### Wires at chosen ports, followed through buffers

(4 px per um)
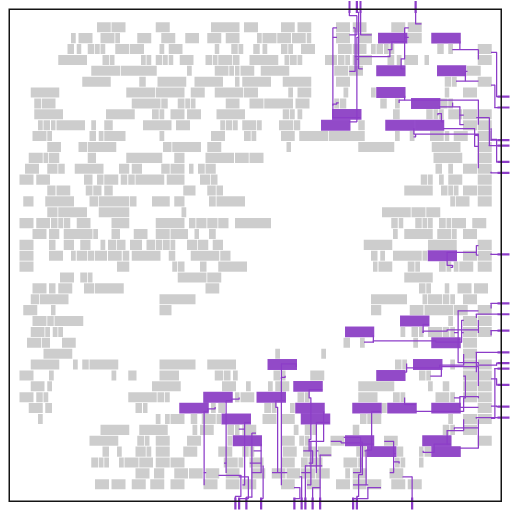
### Where the registers sit

(4 px per um)
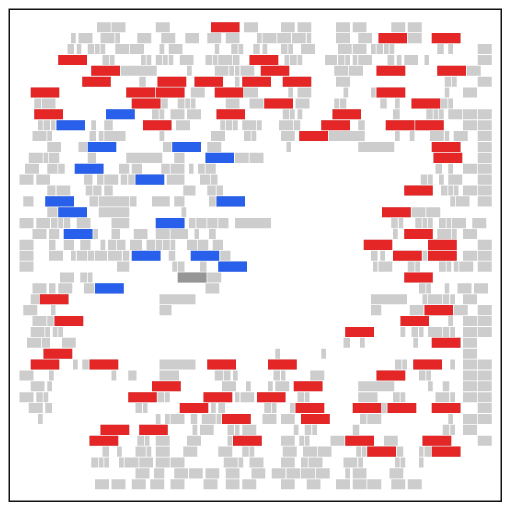
--- src/rtl/exmem_pkg.sv ---
// Shared definitions for the EX->MEM stage: control-word bit map and entry width.
// The control word is packed {mem_val, mem_rw, reg_we, wb_sel}.
package exmem_pkg;

    localparam int CTRL_WB_SEL  = 0;
    localparam int CTRL_REG_WE  = 1;
    localparam int CTRL_MEM_RW  = 2;
    localparam int CTRL_MEM_VAL = 3;

    localparam int CTRL_W_DEF = 4;
    localparam int XLEN_DEF   = 32;
    localparam int RD_W_DEF   = 5;

    // Packed entry layout is {alu_out, rs2, rd, ctrl}.
    function automatic int entry_w(input int xlen, input int rd_w, input int ctrl_w);
        return 2 * xlen + rd_w + ctrl_w;
    endfunction

    localparam int ENTRY_W_DEF = entry_w(XLEN_DEF, RD_W_DEF, CTRL_W_DEF);

endpackage

--- src/rtl/pipe_skid_buf.sv ---
// Generic valid/ready pipeline register with flush. Define EXMEM_SKID_EN for a two-entry
// skid (registered in_ready); otherwise a single entry with combinational in_ready.
module pipe_skid_buf #(
    parameter int W = 8
) (
    input  logic         clk,
    input  logic         rst,
    input  logic         flush,
    input  logic         in_valid,
    output logic         in_ready,
    input  logic [W-1:0] in_data,
    output logic         out_valid,
    input  logic         out_ready,
    output logic [W-1:0] out_data
);

    logic         main_valid_reg, main_valid_next;
    logic [W-1:0] main_data_reg, main_data_next;
    logic         push;
    logic         pop;

`ifdef EXMEM_SKID_EN
    logic         spare_valid_reg, spare_valid_next;
    logic [W-1:0] spare_data_reg, spare_data_next;

    // in_ready comes straight from a flop, breaking the out_ready->in_ready path.
    assign in_ready = !spare_valid_reg;
    assign push     = in_valid && in_ready;
    assign pop      = main_valid_reg && out_ready;

    always_comb begin
        main_valid_next  = main_valid_reg;
        main_data_next   = main_data_reg;
        spare_valid_next = spare_valid_reg;
        spare_data_next  = spare_data_reg;
        if (flush) begin
            main_valid_next  = 1'b0;
            spare_valid_next = 1'b0;
        end else if (spare_valid_reg) begin
            if (pop) begin
                main_data_next   = spare_data_reg;
                spare_valid_next = 1'b0;
            end
        end else if (push && main_valid_reg && !out_ready) begin
            spare_valid_next = 1'b1;
            spare_data_next  = in_data;
        end else if (push) begin
            main_valid_next = 1'b1;
            main_data_next  = in_data;
        end else if (pop) begin
            main_valid_next = 1'b0;
        end
    end

    always_ff @(posedge clk) begin
        if (rst) begin
            main_valid_reg  <= 1'b0;
            main_data_reg   <= '0;
            spare_valid_reg <= 1'b0;
            spare_data_reg  <= '0;
        end else begin
            main_valid_reg  <= main_valid_next;
            main_data_reg   <= main_data_next;
            spare_valid_reg <= spare_valid_next;
            spare_data_reg  <= spare_data_next;
        end
    end
`else
    assign in_ready = !main_valid_reg || out_ready;
    assign push     = in_valid && in_ready;
    assign pop      = main_valid_reg && out_ready;

    always_comb begin
        main_valid_next = main_valid_reg;
        main_data_next  = main_data_reg;
        if (flush) begin
            main_valid_next = 1'b0;
        end else if (push) begin
            main_valid_next = 1'b1;
            main_data_next  = in_data;
        end else if (pop) begin
            main_valid_next = 1'b0;
        end
    end

    always_ff @(posedge clk) begin
        if (rst) begin
            main_valid_reg <= 1'b0;
            main_data_reg  <= '0;
        end else begin
            main_valid_reg <= main_valid_next;
            main_data_reg  <= main_data_next;
        end
    end
`endif

    assign out_valid = main_valid_reg;
    assign out_data  = main_data_reg;

endmodule

--- src/rtl/ex_mem_stage.sv ---
// EX->MEM valid/ready pipeline stage with bubble masking, forwarding tap and stall counter.
// Define EXMEM_SKID_EN to build the two-entry skid variant of the underlying buffer.
module ex_mem_stage
    import exmem_pkg::*;
#(
    parameter int XLEN   = 32,
    parameter int RD_W   = 5,
    parameter int CTRL_W = CTRL_W_DEF,
    parameter int SCNT_W = 16
) (
    input  logic              clk,
    input  logic              rst,
    input  logic              flush,
    input  logic              in_valid,
    output logic              in_ready,
    input  logic [XLEN-1:0]   in_alu_out,
    input  logic [XLEN-1:0]   in_rs2,
    input  logic [RD_W-1:0]   in_rd,
    input  logic [CTRL_W-1:0] in_ctrl,
    output logic              out_valid,
    input  logic              out_ready,
    output logic [XLEN-1:0]   out_alu_out,
    output logic [XLEN-1:0]   out_rs2,
    output logic [RD_W-1:0]   out_rd,
    output logic [CTRL_W-1:0] out_ctrl,
    output logic              fwd_valid,
    output logic [RD_W-1:0]   fwd_rd,
    output logic [XLEN-1:0]   fwd_data,
    output logic [SCNT_W-1:0] stall_cnt
);

    localparam int EW = entry_w(XLEN, RD_W, CTRL_W);

    logic [EW-1:0]     in_word;
    logic [EW-1:0]     buf_word;
    logic              buf_valid;
    logic [CTRL_W-1:0] buf_ctrl;
    logic [SCNT_W-1:0] stall_cnt_reg;

    assign in_word = {in_alu_out, in_rs2, in_rd, in_ctrl};

    pipe_skid_buf #(.W(EW)) u_buf (
        .clk       (clk),
        .rst       (rst),
        .flush     (flush),
        .in_valid  (in_valid),
        .in_ready  (in_ready),
        .in_data   (in_word),
        .out_valid (buf_valid),
        .out_ready (out_ready),
        .out_data  (buf_word)
    );

    assign {out_alu_out, out_rs2, out_rd, buf_ctrl} = buf_word;
    assign out_valid = buf_valid;

    // A bubble must never carry reg_we or mem_val downstream.
    generate
        for (genvar gi = 0; gi < CTRL_W; gi++) begin : g_ctrl_mask
            assign out_ctrl[gi] = buf_ctrl[gi] & buf_valid;
        end
    endgenerate

    assign fwd_valid = buf_valid && buf_ctrl[CTRL_REG_WE] && (out_rd != '0);
    assign fwd_rd    = out_rd;
    assign fwd_data  = out_alu_out;

    always_ff @(posedge clk) begin
        if (rst) begin
            stall_cnt_reg <= '0;
        end else if (buf_valid && !out_ready && (stall_cnt_reg != '1)) begin
            stall_cnt_reg <= stall_cnt_reg + {{(SCNT_W-1){1'b0}}, 1'b1};
        end
    end

    assign stall_cnt = stall_cnt_reg;

endmodule

--- config.mk ---
export PLATFORM = sky130hd
export DESIGN_NAME = ex_mem_stage
export DESIGN_NICKNAME = d
export VERILOG_FILES = /design/src/rtl/exmem_pkg.sv /design/src/rtl/pipe_skid_buf.sv /design/src/rtl/ex_mem_stage.sv
export SDC_FILE = /design/constraint.sdc
export NUM_CORES = 1
export LEC_CHECK = 0
export CAP_MARGIN = 20
export CORE_MARGIN = 2
export CORE_UTILIZATION = 30
export DETAILED_ROUTE_END_ITERATION = 7
export PLACE_DENSITY = 0.6
export SYNTH_ARGS = -nofsm -noshare
export SYNTH_HDL_FRONTEND = slang
export SYNTH_SLANG_ARGS = --single-unit
export TNS_END_PERCENT = 10
--- constraint.sdc ---
create_clock -name clk -period 4.3 [get_ports clk]
set_clock_uncertainty 0.1 [all_clocks]
set_input_delay 0.86 -clock clk [delete_from_list [all_inputs] [get_ports clk]]
set_output_delay 0.86 -clock clk [all_outputs]
set_load 0.02 [all_outputs]
==> out/qor.yml <==
status: "finished, final reports clean"
gp_congestion: 0.735
endpoint_kind: "primary output"
drv_cap: 0
top_layer: "met4"
warning_count: 26
wl_met3_um: 652
synthesis.nets: 610
finalClockPeriodUsage_pct: 82.0
die_height_um: 123
start_kind: "input port"
max_freq_ghz: 0.284
design.seq.count: 90
p_leak_nw: 2.06
grt_max_degree: 93
reg2reg_from: "stall_cnt[0]"
ir_worst_vdd_mv: 0.159
slowest_stage: "clkdlybuf4s50_1"
largest_cell_class: "buffers"
fillers: 1315
grt_use_total_pct: 13.8
comb_cells: 306
cp_num_buf_inv: 3
grt_pass1_vias: 3397
synth_top_cell_by_area: "dfxtp_1"
cts_hold_buffers: 0
overflow: 0
htree_levels: 3
yosys-mux-area-fraction_pct: 0.593
clk_pin_slew_ns: 0.07
ff_type: "dfxtp_1"
hold_violations: 0
core_area_um2: 13800
place_hpwl_um: 7490
synthAdderAreaFrac_pct: 0.296
final_cell_mix: "205 x clkdlybuf4s50_1, 150 x nand2_1, 90 x dfxtp_1"
yosysWarnings: 0
drc_errors: 0
use_met2_pct: 23.1
wire_per_inst_um: 13.5
async_flop_share_pct: 0
area_share_nonclk_buffers_pct: 35.2
gr-usage-met3_pct: 3.90
drt-initial-drc-count: 166
diodes: 0
layout_top_cell: "clkdlybuf4s50_1"
layout_setup_ws_ns: 0.776
cts_root_buffer: "clkbuf_16"
nClkBuffers: 11
-- 'Wires at chosen ports, followed through buffers' (at the start) --
legend:
  out_alu_out:
    colour: purple
    bits: 32
    direction: output
    end_cells: 32
    wire: 953 um
I/O Buffers: 206
# IOs: 207

-- 'Where the registers sit' (at the start) --
legend:
  u_buf.out_data:
    colour: red
    flops: 73
    where: widely spread
  stall_cnt:
    colour: blue
    flops: 16
not coloured: 1
flop share of the area: 30.4%
seq pwr: 0.000888 W
sequential cell area: 1800 um2
Final Core Density: 42.9%

final timing paths:
kind                            end  depth (start not counted)
setup / recovery           in_ready                          4
hold / removal    u_buf.out_data[0]                          2
setup reg to reg      stall_cnt[15]                          5
hold reg to reg   u_buf.out_data[0]                          2
power breakdown:
part	internal [W]	total, W	switching [W]
Sequential	0.000866	0.000888	0.0000216
Combinational	0.000161	0.000306	0.000145
Clock	0.000425	0.000759	0.000333
Total	0.00145	0.00195	0.000500
stage by stage:
step	std cells	util [%]	hold WS [ns]
after global routing	804	42.9	0.370
final	804	42.9	0.355
after global placement	788	40.8	0.340
after detailed placement	788	40.8	0.347
after floorplan	531	-	0.332
after CTS	804	42.9	0.357
Power and IR drop assume default switching activity.
